==> config.mk <==
export PLATFORM = sky130hd
export DESIGN_NAME = bcd_count_sequencer
export DESIGN_NICKNAME = d
export VERILOG_FILES = /design/src/rtl/bcd_count_sequencer.sv
export SDC_FILE = /design/constraint.sdc
export NUM_CORES = 1
export LEC_CHECK = 0
export CORE_MARGIN = 1.5
export CORE_UTILIZATION = 40
export DETAILED_ROUTE_END_ITERATION = 8
export PLACE_DENSITY = 0.64
export SLEW_MARGIN = 20
export SYNTH_ARGS = -nofsm -noshare
export SYNTH_HDL_FRONTEND = slang
export SYNTH_SLANG_ARGS = --single-unit
export TNS_END_PERCENT = 50
==> constraint.sdc <==
create_clock -name clk_i -period 2.7 [get_ports clk_i]
set_clock_uncertainty 0.1 [all_clocks]
set_input_delay 0.675 -clock clk_i [delete_from_list [all_inputs] [get_ports clk_i]]
set_output_delay 0.675 -clock clk_i [all_outputs]
set_load 0.03 [all_outputs]
Figure 1. Placement by cell class (run 1).
Fill, decap, tap and diode cells in grey.
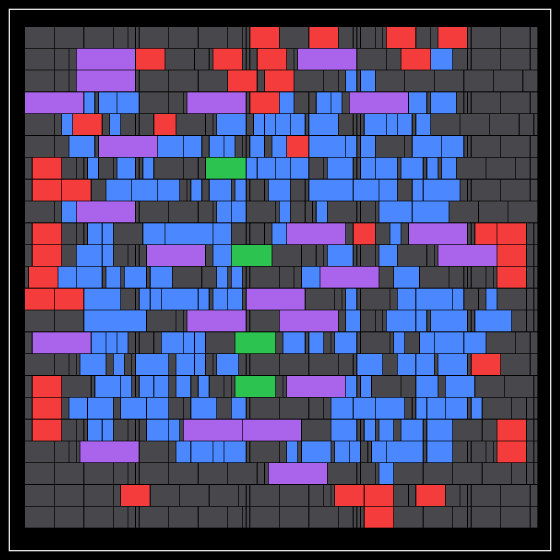
colour	class	cells	share of their area
purple	registers	22	22%
blue	remaining logic cells	173	57%
green	clock drivers and dummy loads	4	2.8%
red	remaining buffers and delay cells	38	19%
total core area: 4000 sq um
Finished Core Util: 51.4%
fraction of area in registers: 21.4%
Row Count: 23

Figure 2. The clock network (run 1).
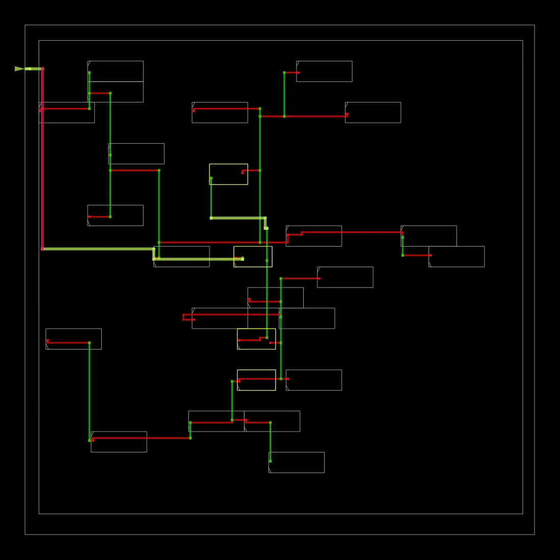
Clk power: 245 uW
clock sinks: 22
clkbuf count: 4
sequential cell count: 22

Figure 3. Clock network drawn from the DEF (run 1).
Bar = 20 um.
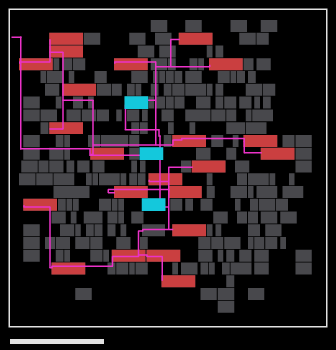
[magenta] clock wires | length: 331 um
[red] flip-flops | count: 22
[cyan] clock-net drivers | count: 3
routed clock nets	4
clock group share of total power: 25.3%
Clock Latency Late Sink: 0.27 ns

==> Changelog: implementation, run 1 <==
### Metrics

* CP peak stage delay at 0.72 ns
* Worst slew pin tran at 0.547 ns
* Floorplan Nets at 239
* Clock slew at reported path FFs at 0.09 ns
* Post-DR wirelength/cell at 14.3 um
* Sw Ratio at 34.4%
* Reg-to-reg setup timing slack at 0.56 ns
* Pleak at 0.749 nW
* Die height at 67.3 um
* Seq power at 389 uW
* Net switching power at 332 uW
* PwrDens at 469 nW/um^2
* # port buffers at 34
* Max Freq at 409 MHz
* Synth Area in Compound Gates at 29.2%
* Max Slew Vio Count at 0
* Placed cell count at 283
* Global-route wire length before repair at 6.60 mm
* Worst Setup End Kind: primary output
* Gate Area at 1090 sq um
* Final Critical Period at 2.44 ns
* Total tool warning count at 32
* Number of nets in the layout at 269
* Yosys synthesis warning count at 0
* Final setup viols at 0
* Routed WL at 4.10 mm
* Fp util at 41.4%
* Multiplexer share at 0.605%
* Yosys top cell by instances: nor2_1
* Slew Limit Headroom at 63.4%
* Placer Congestion at 0.835
* Yosys Chip Area at 1660 sq um
* Routed via count at 1639
* Hold depth at 2
* Status: finished, final reports clean
* Most frequent cells in the layout: 34 x clkdlybuf4s50_1, 25 x nor2_1, 22 x dfxtp_1
* Worst Path Class, Setup: reg -> out
* Post-CTS Setup Bufs at 0
* Max FO, Critical Path at 10
* Stages on the worst setup path at 2
* Crit start category: flip-flop
* Area grow syn2layout at 24.3%
* Hold_ws at 0.393 ns
* Cell Type Count at 54
* Synthesized area per cell at 7.96 sq um
* VDD IR max at 0.246 mV
* RSZ-0062 raised after global routing: false
* Yosys cell count at 208
* CTS tree: built
* Critical-path cell list: nor2_1 -> clkdlybuf4s50_1
* Pwr top: sequential cells
* Commonest flop: dfxtp_1
* Data arrival time of the critical path at 1.67 ns
* # diodes at 0
* Drt via density at 5.71
* CP top delay family: buffers and inverters
* Top area cell types: dfxtp_1 27%, ha_1 6.8%, nor2_1 5.7%
* Layout Cells excl Fill at 287
* Register-to-Register Path Depth at 7
* Largest net degree at the start of global routing at 22
* Top cells by count: 25 x nor2_1, 22 x dfxtp_1, 17 x a21oi_1
* Cell Int Power at 634 uW
* Initial antenna violation count at 0
* # H-tree levels at 1
* Share of cells above drive strength 1 at 7.17%
* Post-Synth Adder-Cell Area at 6.80%
* Synth top area share at 26.6%
* Slowest cell on crit path: clkdlybuf4s50_1
* DR pass1 iterations at 4
* Power Total at 966 uW
* Yosys simple share at 26.5%
* Number of global-route vias before repair at 1447
* Final Hold Viols at 0
* Yosys reg bits at 22
* Final period utilization at 90.5%
* CP Data Required Time at 1.92 ns
* CTS buffer count at 3
* Gates resized, CTS repair at 0
* Routed Antenna Nets at 0
* Die Width at 67.3 um
* Combinational gate power at 332 uW
* Buf+Inv Stages, Crit Path at 1
-- run 1: stage by stage --
stage / setup slack [ns] / cell area [sq um]
2_1_floorplan: 0.656 / 1660
3_3_place_gp: 0.210 / 2000
3_5_place_dp: 0.191 / 2000
4_1_cts: 0.255 / 2060
5_1_grt: 0.183 / 2060
6_report: 0.257 / 2060
-- run 1: layout make-up --
class	count	area share, %
clock buffer	4	2.68
sequential	22	21.4
multi-input combinational	162	52.9
timing repair buffer	38	18.0
tap	50	3.04
inverter	11	2.01
-- run 1: per-layer routing --
layer  up-vias  share of wire (%)  track usage, %
li1        832                  -               -
met1       752                 48            24.9
met2        51                 46            30.7
met3         4                4.9            3.00
met4         0                1.0            6.63
met5         -                  0               0
==> run 2: changes to the inputs <==
CAP_MARGIN = 20   (was not set)
TNS_END_PERCENT = not set   (was 50)
Figure 4. Wiring by layer (run 2).
Bar = 20 um. Two of the layers only.
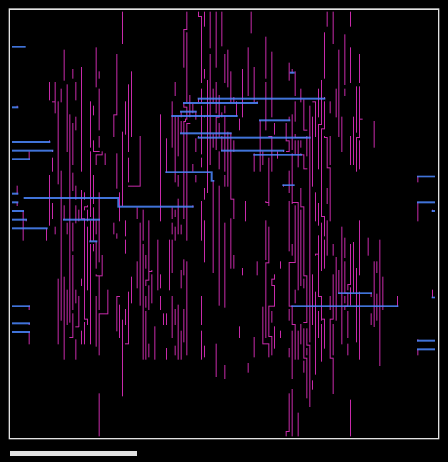
colour	layer	wire length
blue	M3	203 um
magenta	M2	1880 um
Routed WL: 4.10 mm
GRT Util Overall: 18.8%

==> run 2 against run 1 <==
Against the previous run:
- setup slack unchanged
- non-clock buffer count unchanged
- final area unchanged
- sequential power about the same
- synthesized cell count unchanged
- critical path depth unchanged
- hold slack unchanged
- die size unchanged
- total power unchanged
- flip-flop count unchanged
- via count unchanged
- highest routed layer unchanged
==> Changelog: implementation, run 2 <==
### Metrics

* Status: finished, final reports clean (unchanged)
* Clock slew at reported path FFs at 0.09 ns (about the same)
* CP top delay family: buffers and inverters (unchanged)
* Top cell excl fill/tap: clkdlybuf4s50_1 (unchanged)
* Slew Limit Headroom at 63.4% (unchanged)
* Clock buffer depth at 2 (unchanged)
* Synthesized area per cell at 7.96 sq um (unchanged)
* CP peak stage delay at 0.72 ns (about the same)
* Number of global-route vias before repair at 1447 (unchanged)
* Yosys simple share at 26.5% (unchanged)
* Top cells by count: 25 x nor2_1, 22 x dfxtp_1, 17 x a21oi_1 (unchanged)
* Share of cells above drive strength 1 at 7.17% (unchanged)
* Drt via density at 5.71 (unchanged)
* Clock Latency Late Sink at 0.27 ns (about the same)
* Area grow syn2layout at 24.3% (unchanged)
* Post-Synth Adder-Cell Area at 6.80% (unchanged)
* RSZ-0062 raised after global routing: false (unchanged)
* Top area cell types: dfxtp_1 27%, ha_1 6.8%, nor2_1 5.7% (unchanged)
* Fp util at 41.4% (unchanged)
* Worst slew pin tran at 0.547 ns (unchanged)
* # hold bufs at CTS at 0 (unchanged)
* Final Critical Period at 2.44 ns (unchanged)
* Reg-to-reg setup timing slack at 0.56 ns (about the same)
* Yosys reg bits at 22 (unchanged)
* Total core area at 4000 sq um (unchanged)
* Worst Setup End Kind: primary output (unchanged)
* PwrDens at 469 nW/um^2 (unchanged)
* Largest net degree at the start of global routing at 22 (unchanged)
* Clock sinks at 22 (unchanged)
* Hold_ws at 0.393 ns (unchanged)
* Placer Congestion at 0.835 (unchanged)
* Yosys xor share at 2.65% (unchanged)
* Yosys top cell by instances: nor2_1 (unchanged)
* Register share after synthesis at 26.6% (unchanged)
* Setup WS pre-CTS at 0.191 ns (unchanged)
* Yosys cell count at 208 (unchanged)
* Gates resized, CTS repair at 0 (unchanged)
* Commonest flop: dfxtp_1 (unchanged)
* Combinational gate power at 332 uW (about the same)
* DR DRC count at 0 (unchanged)
* Total tool warning count at 32 (unchanged)
* Max Freq at 409 MHz (unchanged)
* Synth Area in Compound Gates at 29.2% (unchanged)
* Worst Path Class, Setup: reg -> out (unchanged)
* Cell Type Count at 54 (unchanged)
* Ports at 35 (unchanged)
* Pleak at 0.749 nW (unchanged)
* # H-tree levels at 1 (unchanged)
* Buf+Inv Stages, Crit Path at 1 (unchanged)
* Initial antenna violation count at 0 (unchanged)
* Layout Cells excl Fill at 287 (unchanged)
* Hpwl dp at 2.94 mm (unchanged)
* Post-DR wirelength/cell at 14.3 um (unchanged)
* Final setup viols at 0 (unchanged)
* Combinational Power Share at 34.4% (about the same)
* Most frequent cells in the layout: 34 x clkdlybuf4s50_1, 25 x nor2_1, 22 x dfxtp_1 (unchanged)
* Slowest cell on crit path: clkdlybuf4s50_1 (unchanged)
* Row Count at 23 (unchanged)
* Number of nets in the layout at 269 (unchanged)
* Data arrival time of the critical path at 1.67 ns (about the same)
* Routed via count at 1639 (unchanged)
* HP Class: reg -> reg (unchanged)
* CTS tree: built (unchanged)
* Multiplexer share at 0.605% (unchanged)
* Placed cell count at 283 (unchanged)
* Clock group share of total power at 25.3% (about the same)
* Fin area at 2060 sq um (unchanged)
* Final period utilization at 90.5% (unchanged)
* Max FO, Critical Path at 10 (unchanged)
* Synth top area share at 26.6% (unchanged)
* VDD IR max at 0.246 mV (unchanged)
* Die Width at 67.3 um (unchanged)
* Die height at 67.3 um (unchanged)
* Reg power frac at 40.3% (about the same)
* Hold depth at 2 (unchanged)
* Pwr top: sequential cells (unchanged)
* Max Slew Vio Count at 0 (unchanged)
* Power Total at 966 uW (unchanged)
* # diodes at 0 (unchanged)
* Crit start category: flip-flop (unchanged)
* Floorplan Nets at 239 (unchanged)
* Yosys Chip Area at 1660 sq um (unchanged)
* Net switching power at 332 uW (unchanged)
* Clk power at 245 uW (about the same)
* CTS buffer count at 3 (unchanged)
* Register-to-Register Path Depth at 7 (unchanged)
* Top cell type by total area after synthesis: dfxtp_1 (unchanged)
* Sw Ratio at 34.4% (unchanged)
* Post-CTS Setup Bufs at 0 (unchanged)
* CP Data Required Time at 1.92 ns (about the same)
* Worst setup margin at 0.257 ns (unchanged)
* Global-route wire length before repair at 6.60 mm (unchanged)
* Routed Antenna Nets at 0 (unchanged)
* Cell Int Power at 634 uW (unchanged)
* Critical-path cell list: nor2_1 -> clkdlybuf4s50_1 (unchanged)
* Final Hold Viols at 0 (unchanged)
* # port buffers at 34 (unchanged)
* Yosys synthesis warning count at 0 (unchanged)
* Setup_tns at 0 ns (unchanged)
* Stages on the worst setup path at 2 (unchanged)
* DR pass1 iterations at 4 (unchanged)
* Chip area at 4530 sq um (unchanged)
* Finished Core Util at 51.4% (unchanged)
* Area post-placement at 2000 sq um (unchanged)
Figure 5. Sequential cells coloured by netlist name (run 2).
Bar = 20 um. Other sequential cells in the stronger grey, the rest of the logic in the fainter grey.
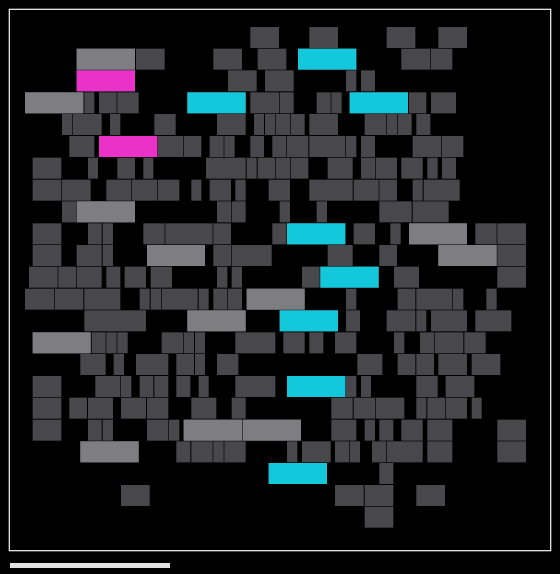
colour	netlist name	flops
cyan	count_o	8
magenta	state_q	2
not coloured	12
flip-flop and latch area: 440 sq um
Seq power: 389 uW

==> run 2: cell counts in the layout (fill, tap and decap cells not counted) <==
Identical to the previous run, type by type.
==> run 2: kinds of logic (layout without fill, tap and decap cells) <==
group / count (synthesis) / in the layout
compound gates: 67 / 67
xor+xnor: 5 / 5
fa+ha+maj: 9 / 9
buf+inv: 24 / 53
flops: 22 / 22
mux: 1 / 1
simple gates: 80 / 80
==> run 2: area by class of cell <==
class,count,area [sq um]
clock buffers,4,55.1
flip-flops and latches,22,440
well taps,50,62.6
fillers,398,1940
multi-input cells,162,1090
inverters,11,41.3
repair buffers,38,370
==> run 2: routing by layer <==
layer  global-route usage [%]  wire [um]  vias to the layer above
met3                     3.00        202                        4
li1                         -          -                      832
met4                     6.63         41                        0
met5                        0          0                        -
met2                     30.7       1880                       51
met1                     24.9       1970                      752
Power is estimated from default activity; no workload was simulated.
